===== src/rtl/uart_rx_pkg.sv =====
// Shared types and constants for the UART receiver.
// FSM state encoding and legal oversampling ratios.
package uart_rx_pkg;

  typedef enum logic [2:0] {
    IDLE,
    START,
    DATA,
    PARITY,
    STOP
  } state_t;

  localparam logic [5:0] PRESCALE_8  = 6'd8;
  localparam logic [5:0] PRESCALE_16 = 6'd16;
  localparam logic [5:0] PRESCALE_32 = 6'd32;

endpackage


===== src/rtl/uart_rx_sampler.sv =====
// Three-point majority vote around the middle of each bit.
// In: CLK, RST, rx_s, edge_cnt, prescale. Out: sampled_bit, sample_done.
module uart_rx_sampler (
  input  logic       CLK,
  input  logic       RST,
  input  logic       rx_s,
  input  logic [5:0] edge_cnt,
  input  logic [5:0] prescale,
  output logic       sampled_bit,
  output logic       sample_done
);

  logic [2:0] s;
  logic [6:0] e2;
  logic [6:0] p7;

  // Compare 2*edge_cnt with P-2, P, P+2 to avoid halving prescale.
  assign e2 = {edge_cnt, 1'b0};
  assign p7 = {1'b0, prescale};

  always_ff @(posedge CLK or negedge RST) begin
    if (!RST) begin
      s           <= 3'b111;
      sample_done <= 1'b0;
    end else begin
      sample_done <= (e2 == p7 + 7'd2);
      if (e2 == p7 - 7'd2) s[0] <= rx_s;
      if (e2 == p7)        s[1] <= rx_s;
      if (e2 == p7 + 7'd2) s[2] <= rx_s;
    end
  end

  assign sampled_bit = (s[0] & s[1]) | (s[0] & s[2]) | (s[1] & s[2]);

endmodule


===== src/rtl/uart_rx.sv =====
// UART receiver: sync, oversampled bit recovery, frame FSM, error pulses.
// In: CLK, RST, RX_IN, prescale, party_en, party_typ. Out: P_DATA, pulses.
module uart_rx
  import uart_rx_pkg::*;
#(
  parameter int DATA_WIDTH = 8
) (
  input  logic                  CLK,
  input  logic                  RST,
  input  logic                  RX_IN,
  input  logic [5:0]            prescale,
  input  logic                  party_en,
  input  logic                  party_typ,
  output logic [DATA_WIDTH-1:0] P_DATA,
  output logic                  data_valid,
  output logic                  par_err,
  output logic                  stp_err
);

  localparam int BW = $clog2(DATA_WIDTH + 1);

  state_t                state;
  logic [1:0]            sync;
  logic                  rx_s;
  logic [5:0]            edge_cnt;
  logic [BW-1:0]         bit_cnt;
  logic [5:0]            pre_q;
  logic                  pen_q;
  logic                  ptyp_q;
  logic                  par_flag;
  logic                  bit_q;
  logic [DATA_WIDTH-1:0] sh;
  logic                  sampled_bit;
  logic                  sample_done;
  logic                  last;

  always_ff @(posedge CLK or negedge RST) begin
    if (!RST) sync <= 2'b11;
    else      sync <= {sync[0], RX_IN};
  end

  assign rx_s = sync[1];
  assign last = (edge_cnt == pre_q - 6'd1);

  uart_rx_sampler u_sampler (
    .CLK         (CLK),
    .RST         (RST),
    .rx_s        (rx_s),
    .edge_cnt    (edge_cnt),
    .prescale    (pre_q),
    .sampled_bit (sampled_bit),
    .sample_done (sample_done)
  );

  always_ff @(posedge CLK or negedge RST) begin
    if (!RST) begin
      state      <= IDLE;
      edge_cnt   <= '0;
      bit_cnt    <= '0;
      pre_q      <= PRESCALE_8;
      pen_q      <= 1'b0;
      ptyp_q     <= 1'b0;
      par_flag   <= 1'b0;
      bit_q      <= 1'b1;
      sh         <= '0;
      P_DATA     <= '0;
      data_valid <= 1'b0;
      par_err    <= 1'b0;
      stp_err    <= 1'b0;
    end else begin
      data_valid <= 1'b0;
      par_err    <= 1'b0;
      stp_err    <= 1'b0;
      if (sample_done) bit_q <= sampled_bit;
      if (state != IDLE) edge_cnt <= last ? 6'd0 : edge_cnt + 6'd1;
      unique case (state)
        IDLE: begin
          // The detecting cycle itself is edge 0 of the start bit.
          if (!rx_s) begin
            state    <= START;
            edge_cnt <= 6'd1;
            pre_q    <= prescale;
            pen_q    <= party_en;
            ptyp_q   <= party_typ;
            par_flag <= 1'b0;
            bit_cnt  <= '0;
          end
        end
        START: begin
          if (last) state <= bit_q ? IDLE : DATA;
        end
        DATA: begin
          if (last) begin
            sh      <= {bit_q, sh[DATA_WIDTH-1:1]};
            bit_cnt <= bit_cnt + 1'b1;
            if (bit_cnt == BW'(DATA_WIDTH - 1))
              state <= pen_q ? PARITY : STOP;
          end
        end
        PARITY: begin
          if (last) begin
            par_flag <= (^sh) ^ bit_q ^ ptyp_q;
            state    <= STOP;
          end
        end
        STOP: begin
          if (last) begin
            state   <= IDLE;
            stp_err <= ~bit_q;
            par_err <= par_flag;
            if (bit_q && !par_flag) begin
              data_valid <= 1'b1;
              P_DATA     <= sh;
            end
          end
        end
        default: state <= IDLE;
      endcase
    end
  end

endmodule


===== config.mk =====
export PLATFORM = sky130hd
export DESIGN_NAME = uart_rx
export DESIGN_NICKNAME = d
export VERILOG_FILES = /design/src/rtl/uart_rx_pkg.sv /design/src/rtl/uart_rx_sampler.sv /design/src/rtl/uart_rx.sv
export SDC_FILE = /design/constraint.sdc
export NUM_CORES = 1
export LEC_CHECK = 0
export CAP_MARGIN = 20
export CORE_ASPECT_RATIO = 0.75
export CORE_MARGIN = 3
export CORE_UTILIZATION = 46
export CTS_CLUSTER_DIAMETER = 80
export DETAILED_ROUTE_END_ITERATION = 7
export PLACE_DENSITY = 0.66
export SYNTH_ARGS = -nofsm -noshare
export SYNTH_HDL_FRONTEND = slang
export SYNTH_SLANG_ARGS = --single-unit

===== constraint.sdc =====
create_clock -name CLK -period 6.9 [get_ports CLK]
set_input_delay 1.38 -clock CLK [delete_from_list [all_inputs] [get_ports CLK]]
set_output_delay 1.38 -clock CLK [all_outputs]
set_load 0.1 [all_outputs]

==> impl_metrics.tcl <==
# metrics dict for downstream scripts
set metrics [dict create \
    layout_top_cell "dfrtp_1" \
    worstSetupEndpointType "primary output" \
    drtAntennaViolNets 0 \
    ios 22 \
    ys_seq_share 0.466 \
    antenna_found_initial 0 \
    nFlopsAndLatches 48 \
    synthArstFlopShare 1.00 \
    ys_types 48 \
    startpoint_type "register" \
    drt-total-wl_um 4740 \
    final-clk-cell-share 0.0303 \
    clock_buffers 5 \
    grt_pass1_wl_um 8290 \
    layout.nets 268 \
    root_buffer "clkbuf_8" \
    slew_headroom 0.325 \
    stdcell_area_um2 2890 \
    ys.flops 48 \
    crit_buf_inv 1 \
    nMultiInputCombCells 165 \
    cp_slowest_stage_delay_ps 1150 \
    fillCellCount 512 \
    largest_area_cell "dfrtp_1" \
    intPower_mw 0.624 \
    overflow 0 \
    grt_setup_unrepaired "no" \
    vias_per_cell 5.39 \
    leakage_nw 1.27 \
    criticalPathCategory "register to primary output" \
    status "complete, no violations" \
    ys_cells 237 \
    ctsHtreeMaxLevel 2 \
    met3_usage 0.0414 \
    pwr-share-seq 0.448 \
    fp.dieH_um 71.0 \
    num_vias 1762 \
    setup_slack_ps 3700 \
    worst_pin_slew_ps 1010 \
    cts_resized 0 \
    common_cells "dfrtp_1, mux2_2, xnor2_1" \
    edf_count 0 \
    period_used_share 0.464 \
    dp_hpwl_um 3350 \
    yosysWarnings 0 \
    required_ps 5520 \
    placed_cells 319 \
    yosysMostFrequentCell "dfrtp_1" \
    slew_violations 0 \
    cts_setup_buffers 0 \
    synth.area.top_cells "dfrtp_1, mux2_2, dfstp_2, xnor2_1, xor2_1" \
    clockPowerShare 0.161 \
    setup_violations 0 \
    final_cell_mix "dfrtp_1, mux2_2, clkdlybuf4s50_1, xnor2_1, nand2_1" \
    dp_slack_ps 4020 \
    clock-sinks 48 \
    worst_ep_arrival_time_ps 1820 \
    log.warning_count 28 \
    gp_congestion 0.887 \
    p_clk_mw 0.168 \
    ys_chip_area_um2 2590 \
    cts-buffers-inserted 5 \
    synth_area_per_cell_um2 10.9 \
    total_power_mw 1.04 \
    synth_area_um2 2590 \
    setup_tns_ps 0 \
    placed_area_um2 2800 \
]
==> worst paths after layout <==
| path | from | end | slack [ps] | cells after the start |
|---|---|---|---|---|
| max reg2reg | pre_q[2] | bit_cnt[3] | 3990 | 8 |
| max in group asynchronous | RST | edge_cnt[4] | 5330 | 2 |
| max | P_DATA[5] | P_DATA[5] | 3700 | 1 |
| min in group asynchronous | RST | edge_cnt[2] | 1150 | 2 |
| min reg2reg | sync[0] | sync[1] | 360 | 0 |
| min | sync[0] | sync[1] | 360 | 0 |
==> kinds of logic after synthesis <==
kind of cell | Yosys count | share of synthesized area
compound gates | 37 | 0.0931
xor+xnor | 29 | 0.0979
fa+ha+maj | 7 | 0.0328
buf+inv | 24 | 0.0506
flops | 48 | 0.466
mux | 29 | 0.124
simple gates | 63 | 0.135
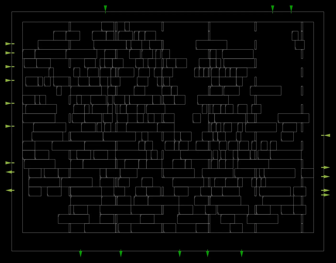
Figure 1: cell placement.
well tap count: 75
fraction of area in registers: 0.418
Site Rows: 23
core region area: 5410 µm²

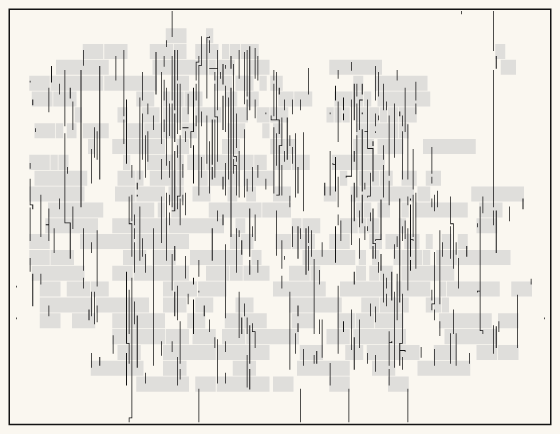
Figure 2: metal 2.
- main direction: vertical
- longest straight run: 25.5 µm
- share of all routed wire: 40%

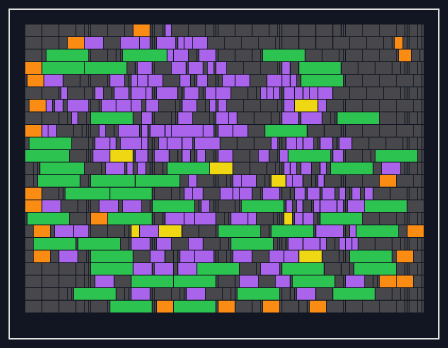
Figure 3: cell classes on the final placement.
Fill, decap, tap and diode cells in grey.
- green: flops (cells 48; share of their area 43%)
- orange: other buffers and delay cells (cells 22; share of their area 7.6%)
- yellow: clock drivers and dummy loads (cells 8; share of their area 3.1%)
- purple: combinational and other logic (cells 174; share of their area 46%)

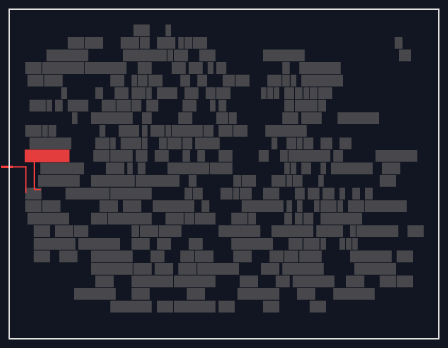
Figure 4: wires at chosen ports, followed through buffers.
- red: `RX_IN` (bits 1; direction input; end cells 1; buffers 1; wire 17.1 µm)

No activity file was given, so power comes from the tool's default toggle rates.
